$ cat src/rtl/fft_pkg.sv
// rtl/fft_pkg.sv - shared constants, derivations and state type for the FFT butterfly sequencer
//
// Purpose : defaults for transform size and pipeline latencies, helpers that
//           derive butterflies-per-stage (B) and write-back latency (L), and
//           the sequencer state enum.
// Ports   : none (package).
package fft_pkg;

    localparam int LOG2N_DEF  = 4;
    localparam int RD_LAT_DEF = 1;
    localparam int BF_LAT_DEF = 2;

    // Address and twiddle-exponent widths for the default transform size.
    localparam int ADDR_W_DEF = LOG2N_DEF;
    localparam int TW_W_DEF   = LOG2N_DEF - 1;

    typedef enum logic [1:0] {
        S_IDLE  = 2'd0,
        S_ISSUE = 2'd1,
        S_DRAIN = 2'd2,
        S_DONE  = 2'd3
    } fft_state_t;

    // B = N/2 butterflies per stage.
    function automatic int bf_per_stage(input int log2n);
        return 1 << (log2n - 1);
    endfunction

    // L = read latency + butterfly latency.
    function automatic int pipe_lat(input int rd_lat, input int bf_lat);
        return rd_lat + bf_lat;
    endfunction

endpackage

$ cat src/rtl/fft_delay_line.sv
// rtl/fft_delay_line.sv - fixed-depth register chain with asynchronous clear
//
// Purpose : delays a WIDTH-bit word by exactly DEPTH clock cycles.
// Ports   : i_clk   clock
//           i_rst   asynchronous active-high reset, clears every stage
//           i_data  word entering the chain
//           o_data  word that entered DEPTH cycles ago
module fft_delay_line
    import fft_pkg::*;
#(
    parameter int DEPTH = pipe_lat(RD_LAT_DEF, BF_LAT_DEF),
    parameter int WIDTH = 2 * ADDR_W_DEF + 1
) (
    input  logic             i_clk,
    input  logic             i_rst,
    input  logic [WIDTH-1:0] i_data,
    output logic [WIDTH-1:0] o_data
);

    logic [WIDTH-1:0] r_pipe [DEPTH];

    always_ff @(posedge i_clk or posedge i_rst) begin
        if (i_rst) begin
            for (int i = 0; i < DEPTH; i++) begin
                r_pipe[i] <= '0;
            end
        end else begin
            r_pipe[0] <= i_data;
            for (int i = 1; i < DEPTH; i++) begin
                r_pipe[i] <= r_pipe[i-1];
            end
        end
    end

    assign o_data = r_pipe[DEPTH-1];

endmodule

$ cat src/rtl/fft16_bf_sched.sv
// rtl/fft16_bf_sched.sv - radix-2 DIT butterfly sequencer for an in-place FFT
//
// Purpose : walks LOG2N stages, issuing one butterfly per cycle (read pair
//           plus twiddle exponent), inserts L drain cycles between stages and
//           produces write-back addresses delayed by L cycles.
// Ports   : i_clk, i_rst (async, active-high), i_start (sampled in IDLE)
//           o_busy, o_done (1-cycle pulse), o_stage
//           o_rd_en, o_rd_addr0, o_rd_addr1, o_tw_idx   read side
//           o_wr_en, o_wr_addr0, o_wr_addr1              write-back side
module fft16_bf_sched
    import fft_pkg::*;
#(
    parameter int LOG2N  = LOG2N_DEF,
    parameter int RD_LAT = RD_LAT_DEF,
    parameter int BF_LAT = BF_LAT_DEF
) (
    input  logic                       i_clk,
    input  logic                       i_rst,
    input  logic                       i_start,
    output logic                       o_busy,
    output logic                       o_done,
    output logic [$clog2(LOG2N)-1:0]   o_stage,
    output logic                       o_rd_en,
    output logic [LOG2N-1:0]           o_rd_addr0,
    output logic [LOG2N-1:0]           o_rd_addr1,
    output logic [LOG2N-2:0]           o_tw_idx,
    output logic                       o_wr_en,
    output logic [LOG2N-1:0]           o_wr_addr0,
    output logic [LOG2N-1:0]           o_wr_addr1
);

    localparam int B  = bf_per_stage(LOG2N);
    localparam int L  = pipe_lat(RD_LAT, BF_LAT);
    localparam int SW = $clog2(LOG2N);
    localparam int BW = LOG2N - 1;
    localparam int DW = (L > 1) ? $clog2(L) : 1;

    fft_state_t      r_state;
    logic [SW-1:0]   r_stage;
    logic [BW-1:0]   r_bf;
    logic [DW-1:0]   r_drain;

    logic [LOG2N-1:0] w_bf_ext;
    logic [LOG2N-1:0] w_span;
    logic [LOG2N-1:0] w_pos;
    logic [LOG2N-1:0] w_grp;
    logic [LOG2N-1:0] w_addr0;
    logic [LOG2N-1:0] w_addr1;
    logic [LOG2N-2:0] w_tw;

    // Butterfly bf of stage s pairs addr0 = grp*2*span + pos with addr0 + span.
    always_comb begin
        w_bf_ext = {1'b0, r_bf};
        w_span   = {{(LOG2N-1){1'b0}}, 1'b1} << r_stage;
        w_pos    = w_bf_ext & (w_span - 1'b1);
        w_grp    = w_bf_ext >> r_stage;
        // Two shifts so s+1 never overflows the SW-bit stage counter.
        w_addr0  = ((w_grp << r_stage) << 1) | w_pos;
        w_addr1  = w_addr0 | w_span;
        // pos < span <= N/2, so pos always fits the twiddle width.
        w_tw     = w_pos[LOG2N-2:0] << (LOG2N - 1 - int'(r_stage));
    end

    always_ff @(posedge i_clk or posedge i_rst) begin
        if (i_rst) begin
            r_state    <= S_IDLE;
            r_stage    <= '0;
            r_bf       <= '0;
            r_drain    <= '0;
            o_busy     <= 1'b0;
            o_done     <= 1'b0;
            o_stage    <= '0;
            o_rd_en    <= 1'b0;
            o_rd_addr0 <= '0;
            o_rd_addr1 <= '0;
            o_tw_idx   <= '0;
        end else begin
            o_rd_en <= 1'b0;
            o_done  <= 1'b0;
            o_busy  <= (r_state == S_ISSUE) || (r_state == S_DRAIN);
            o_stage <= r_stage;
            case (r_state)
                S_IDLE: begin
                    if (i_start) begin
                        r_state <= S_ISSUE;
                        r_stage <= '0;
                        r_bf    <= '0;
                    end
                end
                S_ISSUE: begin
                    o_rd_en    <= 1'b1;
                    o_rd_addr0 <= w_addr0;
                    o_rd_addr1 <= w_addr1;
                    o_tw_idx   <= w_tw;
                    if (r_bf == BW'(B - 1)) begin
                        r_state <= S_DRAIN;
                        r_drain <= '0;
                    end else begin
                        r_bf <= r_bf + 1'b1;
                    end
                end
                S_DRAIN: begin
                    // L idle read cycles so the last write of this stage
                    // lands before the next stage's first read.
                    if (r_drain == DW'(L - 1)) begin
                        if (r_stage == SW'(LOG2N - 1)) begin
                            r_state <= S_DONE;
                        end else begin
                            r_state <= S_ISSUE;
                            r_stage <= r_stage + 1'b1;
                            r_bf    <= '0;
                        end
                    end else begin
                        r_drain <= r_drain + 1'b1;
                    end
                end
                S_DONE: begin
                    o_done  <= 1'b1;
                    r_state <= S_IDLE;
                end
                default: r_state <= S_IDLE;
            endcase
        end
    end

    logic [2*LOG2N:0] w_wr_bus;

    fft_delay_line #(
        .DEPTH (L),
        .WIDTH (2 * LOG2N + 1)
    ) u_wb_delay (
        .i_clk  (i_clk),
        .i_rst  (i_rst),
        .i_data ({o_rd_en, o_rd_addr0, o_rd_addr1}),
        .o_data (w_wr_bus)
    );

    assign o_wr_en    = w_wr_bus[2*LOG2N];
    assign o_wr_addr0 = w_wr_bus[2*LOG2N-1:LOG2N];
    assign o_wr_addr1 = w_wr_bus[LOG2N-1:0];

endmodule

$ cat config.mk
export PLATFORM = sky130hd
export DESIGN_NAME = fft16_bf_sched
export DESIGN_NICKNAME = d
export VERILOG_FILES = /design/src/rtl/fft_pkg.sv /design/src/rtl/fft_delay_line.sv /design/src/rtl/fft16_bf_sched.sv
export SDC_FILE = /design/constraint.sdc
export NUM_CORES = 1
export LEC_CHECK = 0
export ABC_AREA = 0
export CAP_MARGIN = 5
export CORE_ASPECT_RATIO = 2
export CORE_UTILIZATION = 35
export CTS_BUF_LIST = sky130_fd_sc_hd__clkbuf_8 sky130_fd_sc_hd__clkbuf_16
export DETAILED_ROUTE_END_ITERATION = 8
export GPL_TIMING_DRIVEN = 0
export PLACE_DENSITY = 0.55
export SETUP_SLACK_MARGIN = 0.05
export SYNTH_ARGS = -nofsm -noshare
export SYNTH_HDL_FRONTEND = slang
export SYNTH_SLANG_ARGS = --single-unit
$ cat constraint.sdc
create_clock -name i_clk -period 2.4 [get_ports i_clk]
set_input_delay 0.48 -clock i_clk [delete_from_list [all_inputs] [get_ports i_clk]]
set_output_delay 0.48 -clock i_clk [all_outputs]
set_load 0.02 [all_outputs]
final_clocks.png
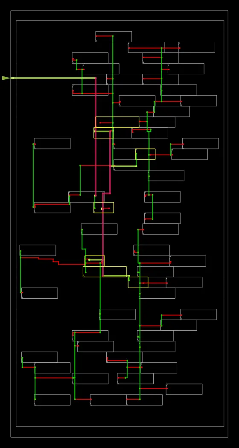
Layout clock buffers: 5
CTS Sinks: 52
flip-flops: 52
CTS Buf Count: 5

port_nets.png
Scale bar: 20 um.
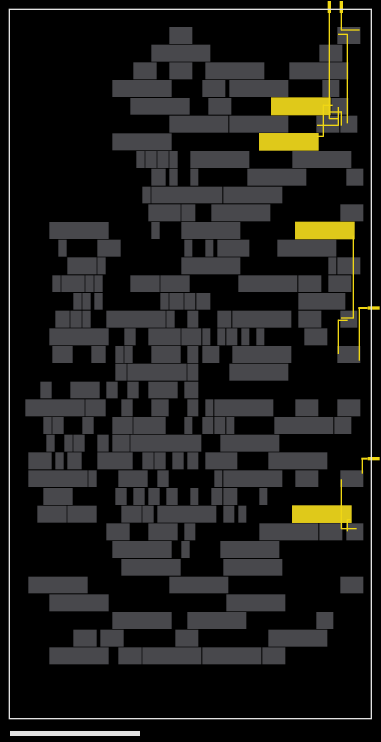
port	colour	bits	direction	edge	end cells	buffers	wire
o_wr_addr0	yellow	4	output	2 right, 2 top	4	8	100 um
I/O pins: 28
Port Buffers: 27

metal_stack.png
Two of the layers only.
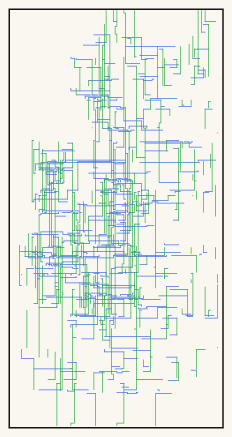
layer	colour	wire length
met1	blue	1380 um
met2	green	2030 um
routed wire length: 3596 um
overall routing resource usage: 0.1290
vias after detailed routing: 1289
WL per Instance: 13.78 um

wire_density.png
The die is cut into 11 by 22 equal tiles; dark blue is low, red is high, scaled to the fullest tile. Values are wire area over tile area, all layers added.
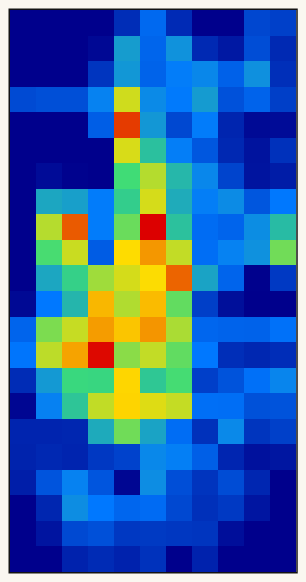
densest ninth of the die	centre
tiles over half the peak	18%
mean over tiles	0.093

registers.png
Scale bar: 20 um. Other sequential cells in the stronger grey, the rest of the logic in the fainter grey.
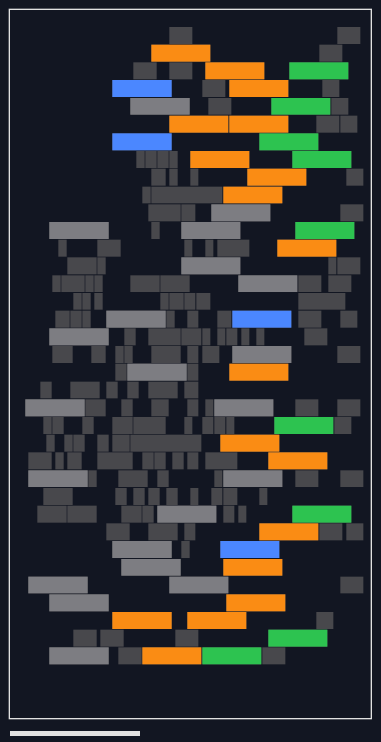
signal	colour	flops
u_wb_delay.r_pipe	orange	18
u_wb_delay.o_data	green	9
o_rd_addr0	blue	4
not coloured	21
Reg area: 0.001301 mm2
fraction of area in registers: 0.5239
fin util: 0.4542

==> changes_impl.md <==
### Changed

- Status: complete, no violations
- Top cells excl fill/tap: 52 x dfrtp_1, 27 x clkdlybuf4s50_1, 13 x nor2_1, 13 x inv_1
- Dominant logic cell type in the layout: dfrtp_1
- Worst Clk Skew: 5.469 ps
- Logic inverters: 14
- R2r setup slk: 590 ps
- Hold Vio Cnt, Final: 0
- CP Class: reg2reg
- Standard-cell row count: 38
- Number of nets in the layout: 215
- Worst flop-to-flop path startpoint: r_stage[0]
- Met1 usage: 0.1332
- Crit path arrival time: 2040 ps
- Clock Pin Slew Worst Setup and Hold Paths: 90 ps
- Cell area power density: 1405 mW/mm2
- Initial Utilization: 0.3638
- First-pass GRT wire length: 6078 um
- Top area cell types: dfrtp_1 65%, ha_1 6.9%, buf_4 3.0%
- Synth area leader: dfrtp_1
- Vias in the first global route: 1318
- Top cell area share: 0.6541
- Clock Latency Late Sink: 290 ps
## kinds of logic (layout without fill, tap and decap cells)
| kind of cell | count (synthesis) | after routing | synth area share |
|---|---|---|---|
| mux | 1 | 1 | 0.005032 |
| flops | 52 | 52 | 0.6541 |
| fa+ha+maj | 11 | 11 | 0.06918 |
| xor+xnor | 1 | 1 | 0.004403 |
| simple gates | 43 | 43 | 0.1000 |
| buf+inv | 26 | 61 | 0.06603 |
| compound gates | 32 | 32 | 0.1013 |
## state kept, by name (all words and copies together), names as in the netlist
register / flops
o_done: 1
o_rd_en: 1
o_rd_addr0: 4
o_stage: 2
r_bf: 3
r_stage: 2
r_drain: 2
u_wb_delay.r_pipe: 18
o_busy: 1
r_state: 2
o_tw_idx: 3
u_wb_delay.o_data: 9
o_rd_addr1: 4
## power by group through the flow
| stage | clock network, mW | registers [mW] | logic [mW] |
|---|---|---|---|
| 2_1_floorplan | 0 | 1.57 | 0.721 |
| 3_3_place_gp | 0 | 1.46 | 1.33 |
| 3_5_place_dp | 0 | 1.49 | 1.37 |
| 4_1_cts | 0.699 | 1.47 | 1.37 |
| 5_1_grt | 0.723 | 1.51 | 1.49 |
| 6_report | 0.676 | 1.46 | 1.35 |
## Yosys cell counts
master     count
o31a_1         1
buf_1          1
and2b_2        1
a32o_1         1
a221o_1        1
nor2b_1        2
nand3b_1       1
buf_2          3
inv_1         14
a211o_1        1
nand2b_2       1
buf_4          8
o21ai_0        9
o22ai_1        3
dfrtp_1       52
and2_1         1
nor2_1        13
a21o_1         1
xnor2_1        1
nand3_1       11
a22oi_1        1
a2111oi_2      1
nor3_1         2
mux2i_1        1
nand2_1       11
a31oi_1        4
ha_1          11
a21oi_1        9
Power is estimated from default activity; no workload was simulated.
